`src/rtl/circle_tick_gen.sv`:
```
// Step-rate generator for the circle animation: button sync/debounce,
// saturating speed level and the period counter that emits overflow_o.
module circle_tick_gen #(
    parameter int BASE_PERIOD     = 25000000,
    parameter int NUM_LEVELS      = 8,
    parameter int DEBOUNCE_CYCLES = 500000,
    parameter int CNT_WIDTH       = $clog2(BASE_PERIOD),
    parameter int LVL_WIDTH       = (NUM_LEVELS > 1) ? $clog2(NUM_LEVELS) : 1
) (
    input  logic                 clk_i,
    input  logic                 rst_ni,
    input  logic                 en_i,
    input  logic                 btn_faster_ni,
    input  logic                 btn_slower_ni,
    output logic                 overflow_o,
    output logic [LVL_WIDTH-1:0] level_o
);

    localparam int DB_W = (DEBOUNCE_CYCLES > 1) ? $clog2(DEBOUNCE_CYCLES) : 1;

    if ((BASE_PERIOD >> (NUM_LEVELS - 1)) < 2) begin : g_bad_params
        $fatal(1, "circle_tick_gen: fastest period must be at least 2 cycles");
    end

    logic [1:0] btn_n;
    logic [1:0] press;

    assign btn_n = {btn_slower_ni, btn_faster_ni};

    for (genvar b = 0; b < 2; b++) begin : g_btn
        logic            sync1_q;
        logic            sync2_q;
        logic            stable_q;
        logic [DB_W-1:0] db_cnt_q;
        logic            db_done;

        // The press fires in the cycle the stable state is about to fall.
        assign db_done  = (sync2_q != stable_q) &&
                          (32'(db_cnt_q) == 32'(DEBOUNCE_CYCLES - 1));
        assign press[b] = db_done && !sync2_q;

        always_ff @(posedge clk_i or negedge rst_ni) begin
            if (!rst_ni) begin
                sync1_q  <= 1'b1;
                sync2_q  <= 1'b1;
                stable_q <= 1'b1;
                db_cnt_q <= '0;
            end else begin
                sync1_q <= btn_n[b];
                sync2_q <= sync1_q;
                if (sync2_q == stable_q) begin
                    db_cnt_q <= '0;
                end else if (db_done) begin
                    stable_q <= sync2_q;
                    db_cnt_q <= '0;
                end else begin
                    db_cnt_q <= db_cnt_q + 1'b1;
                end
            end
        end
    end

    logic [LVL_WIDTH-1:0] level_q;
    logic [CNT_WIDTH-1:0] cnt_q;
    logic                 ovf_q;
    logic                 lvl_up;
    logic                 lvl_dn;
    logic                 lvl_chg;
    logic [31:0]          period_last;

    assign lvl_up  = press[0] && !press[1] &&
                     (32'(level_q) != 32'(NUM_LEVELS - 1));
    assign lvl_dn  = press[1] && !press[0] && (level_q != '0);
    assign lvl_chg = lvl_up || lvl_dn;

    assign period_last = (32'(BASE_PERIOD) >> level_q) - 32'd1;

    always_ff @(posedge clk_i or negedge rst_ni) begin
        if (!rst_ni) begin
            level_q <= '0;
            cnt_q   <= '0;
            ovf_q   <= 1'b0;
        end else begin
            if (lvl_up) begin
                level_q <= level_q + 1'b1;
            end else if (lvl_dn) begin
                level_q <= level_q - 1'b1;
            end

            // A new speed restarts the period even while paused.
            if (lvl_chg) begin
                cnt_q <= '0;
                ovf_q <= 1'b0;
            end else if (!en_i) begin
                ovf_q <= 1'b0;
            end else if (32'(cnt_q) == period_last) begin
                cnt_q <= '0;
                ovf_q <= 1'b1;
            end else begin
                cnt_q <= cnt_q + 1'b1;
                ovf_q <= 1'b0;
            end
        end
    end

    assign overflow_o = ovf_q;
    assign level_o    = level_q;

endmodule
```
`config.mk`:
```
export PLATFORM = sky130hd
export DESIGN_NAME = circle_tick_gen
export DESIGN_NICKNAME = d
export VERILOG_FILES = /design/src/rtl/circle_tick_gen.sv
export SDC_FILE = /design/constraint.sdc
export NUM_CORES = 1
export LEC_CHECK = 0
export ABC_AREA = 1
export CAP_MARGIN = 20
export CORE_ASPECT_RATIO = 0.5
export CORE_MARGIN = 5
export CORE_UTILIZATION = 30
export CTS_CLUSTER_DIAMETER = 200
export CTS_CLUSTER_SIZE = 28
export DETAILED_ROUTE_END_ITERATION = 6
export PLACE_DENSITY = 0.46
export SYNTH_ARGS = -nofsm -noshare
export SYNTH_HDL_FRONTEND = slang
export SYNTH_SLANG_ARGS = --single-unit
export TNS_END_PERCENT = 10
```
`constraint.sdc`:
```
create_clock -name clk_i -period 7.2 [get_ports clk_i]
set_clock_uncertainty 0.2 [all_clocks]
set_input_delay 1.08 -clock clk_i [delete_from_list [all_inputs] [get_ports clk_i]]
set_output_delay 1.08 -clock clk_i [all_outputs]
set_load 0.01 [all_outputs]
```
Fig. 1: sizing map
Scale: 3 px per um.
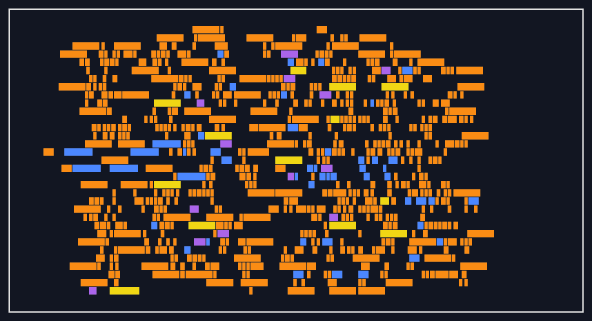
[drive 6 and up] yellow | cells: 13 | share: 1.8%
[drive 2] blue | cells: 49 | share: 6.7%
[drive 3 to 4] purple | cells: 13 | share: 1.8%
[drive 1 or less] orange | cells: 653 | share: 90%
post-layout instance area: 5484 um2
fin worst setup slack: 4097 ps
bufs w/o clock: 10
area added between synthesis and finish: 11.87%

Fig. 2: layout detail
Region (83, 38) to (108, 63) um. Cells in gray, sequential cells in the stronger gray; small squares are vias.
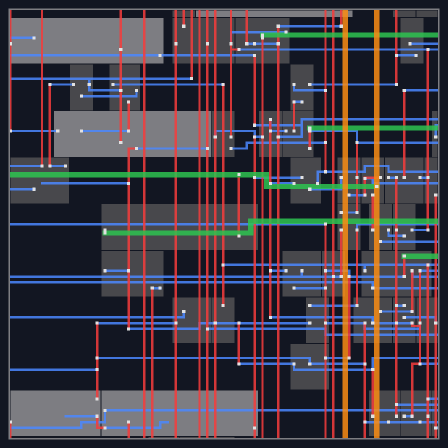
[met4] orange
[met1] blue
[met3] green
[met2] red
sequential cells in the window: 4
cells with their middle in the window: 34
most frequent: nor2_1 (5), nand2_1 (5), dfrtp_1 (4)
netlist names of flops here include: `level_o` (3), `cnt_q` (1)

==> flow_summary.yaml <==
# yosys + openroad results
timing:
  finalSetupViolCount: 0
  report.final.slew_viol_count: 0
  hold_viol_final: 0
  rsz0062_at_grt: "false"
  slew_headroom_pct: 52.27
  fmax_ghz: 0.3222
  fin_tns_setup_ps: 0
  finalCritPeriodShare_pct: 43.10
drt:
  post_drt_wl_per_cell_um: 12.80
  drtAntennaViolNets: 0
  vias: 4284
  totalWireLength_um: 12230
  drt_iter0_drc: 238
  drc: 0
logic_synthesis:
  synth_area_leader_cell: "dfrtp_1"
  synth-edff-count: 0
  ys_cells: 713
  top_cell: "nand2_1"
  synth_cell_type_count: 36
  async_flop_share_pct: 100.0
  common_cells: "224 x nand2_1, 95 x nor2_1, 84 x inv_1"
  yosys_area_um2: 4902
hold_path:
  worst_hold_path_type: "flop to flop"
die:
  core-area_um2: 16190
  ioPinCount: 9
critical_path:
  cp.required_ps: 5920
  crit_chain: "clkdlybuf4s50_1"
  cp_max_fo: 17
  start_kind: "flop"
  worstPathArrival_ps: 1820
job:
  drv_cap: 0
global_route:
  grt_pass1_wl_um: 20470
power_and_ir_drop:
  ir_drop_mv: 0.08591
  powerDensity_nw_per_um2: 177.1
run_status:
  outcome: "complete, no violations"
clocking:
  h-tree-depth: 3
  cts_buffers: 9
  cts.sinks: 73
  cts_tree: "yes"
Fig. 3: signal wires on met2
Scale: 2 px per um.
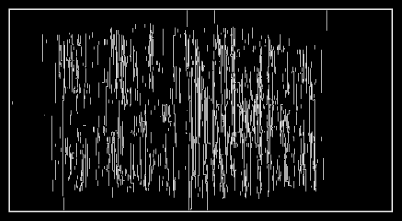
share of all routed wire: 44%
wire length on this layer: 5420 um

Fig. 4: sequential cells grouped by signal name
Scale: 2 px per um. Other sequential cells in the stronger gray, the rest of the logic in the fainter gray.
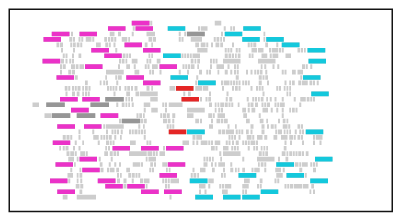
[`cnt_q`] cyan | sequential cells: 25
[`level_o`] red | sequential cells: 3
[`g_btn.db_cnt_q`] magenta | sequential cells: 38
register share of the cell area: 33.45%
register area: 1834 um2
final core utilization: 33.88%

cell usage in the layout (no fill, tap or decap), drive strengths merged, types with 2 or more instances in the layout:
cell type	instances
xor2	23
clkdlybuf4s50	7
nor2	109
a21oi	19
nand4	7
nor3b	3
nand2	235
clkinv	3
buf	3
nand3b	4
dfstp	6
and3	2
inv	94
clkbuf	10
nor3	13
nand3	79
a211oi	2
dfrtp	67
xnor2	4
or2	5
ha	4
o21a	2
o21ai	23
report_power, final:
part | leakage, nW | switching [mW] | internal, mW
Clock | 0.134 | 0.194 | 0.238
Combinational | 1.48 | 0.0559 | 0.0334
Sequential | 0.987 | 0.0231 | 0.427
metal layers:
layer	share of wire, %	GRT usage [%]	vias to the layer above
met1	51	18.15	1964
li1	-	-	2248
met2	44	21.48	57
met3	3.1	2.953	15
met5	0	0	-
met4	1.8	4.413	0
metrics by stage:
step,std cells,utilization [%]
3_5_place_dp,937,31.89
3_3_place_gp,937,31.89
4_1_cts,953,33.62
2_1_floorplan,713,-
5_1_grt,955,33.88
6_report,955,33.88
path summary, 6_finish.rpt:
path	from	endpoint	depth (start not counted)
worst max-delay path	level_o[0]	level_o[0]	1
worst min-delay path	g_btn[0].sync1_q	g_btn[0].sync2_q	0
worst max register to register	level_o[0]	cnt_q[20]	15
worst min register to register	g_btn[0].sync1_q	g_btn[0].sync2_q	0
max in group asynchronous	rst_ni	g_btn[0].stable_q	2
min in group asynchronous	rst_ni	g_btn[0].db_cnt_q[17]	1
worst register-to-register path, delay by kind of cell, from the launching register on:
kind          cells  cell delay (ps)
fa+ha+maj         1              260
flops             1              800
buf+inv           2              170
simple gates     12             1540
flip-flops by register name, indices dropped and copies added, names as in the netlist:
register        count
cnt_q              25
g_btn.stable_q      2
level_o             3
g_btn.db_cnt_q     38
overflow_o          1
g_btn.sync1_q       2
g_btn.sync2_q       2
final cells by class:
| cell class | instances | area (um2) | area share, % |
|---|---|---|---|
| Timing Repair Buffer | 10 | 120.1 | 2.190 |
| Inverter | 92 | 347.8 | 6.343 |
| Sequential cell | 73 | 1834 | 33.45 |
| Tap cell | 227 | 284.0 | 5.179 |
| Multi-Input combinational cell | 537 | 2618 | 47.73 |
| Clock buffer | 10 | 229.0 | 4.175 |
| Clock inverter | 6 | 51.30 | 0.9354 |
cell families after synthesis:
logic type	after synthesis	synth area share [%]
buffers and inverters	103	9.188
AND-OR/OR-AND	48	5.309
flip-flops	73	37.42
AND/OR/NAND/NOR	457	41.83
XOR/XNOR	27	4.824
adder cells (fa/ha/maj)	5	1.429
Power and IR drop assume default switching activity.
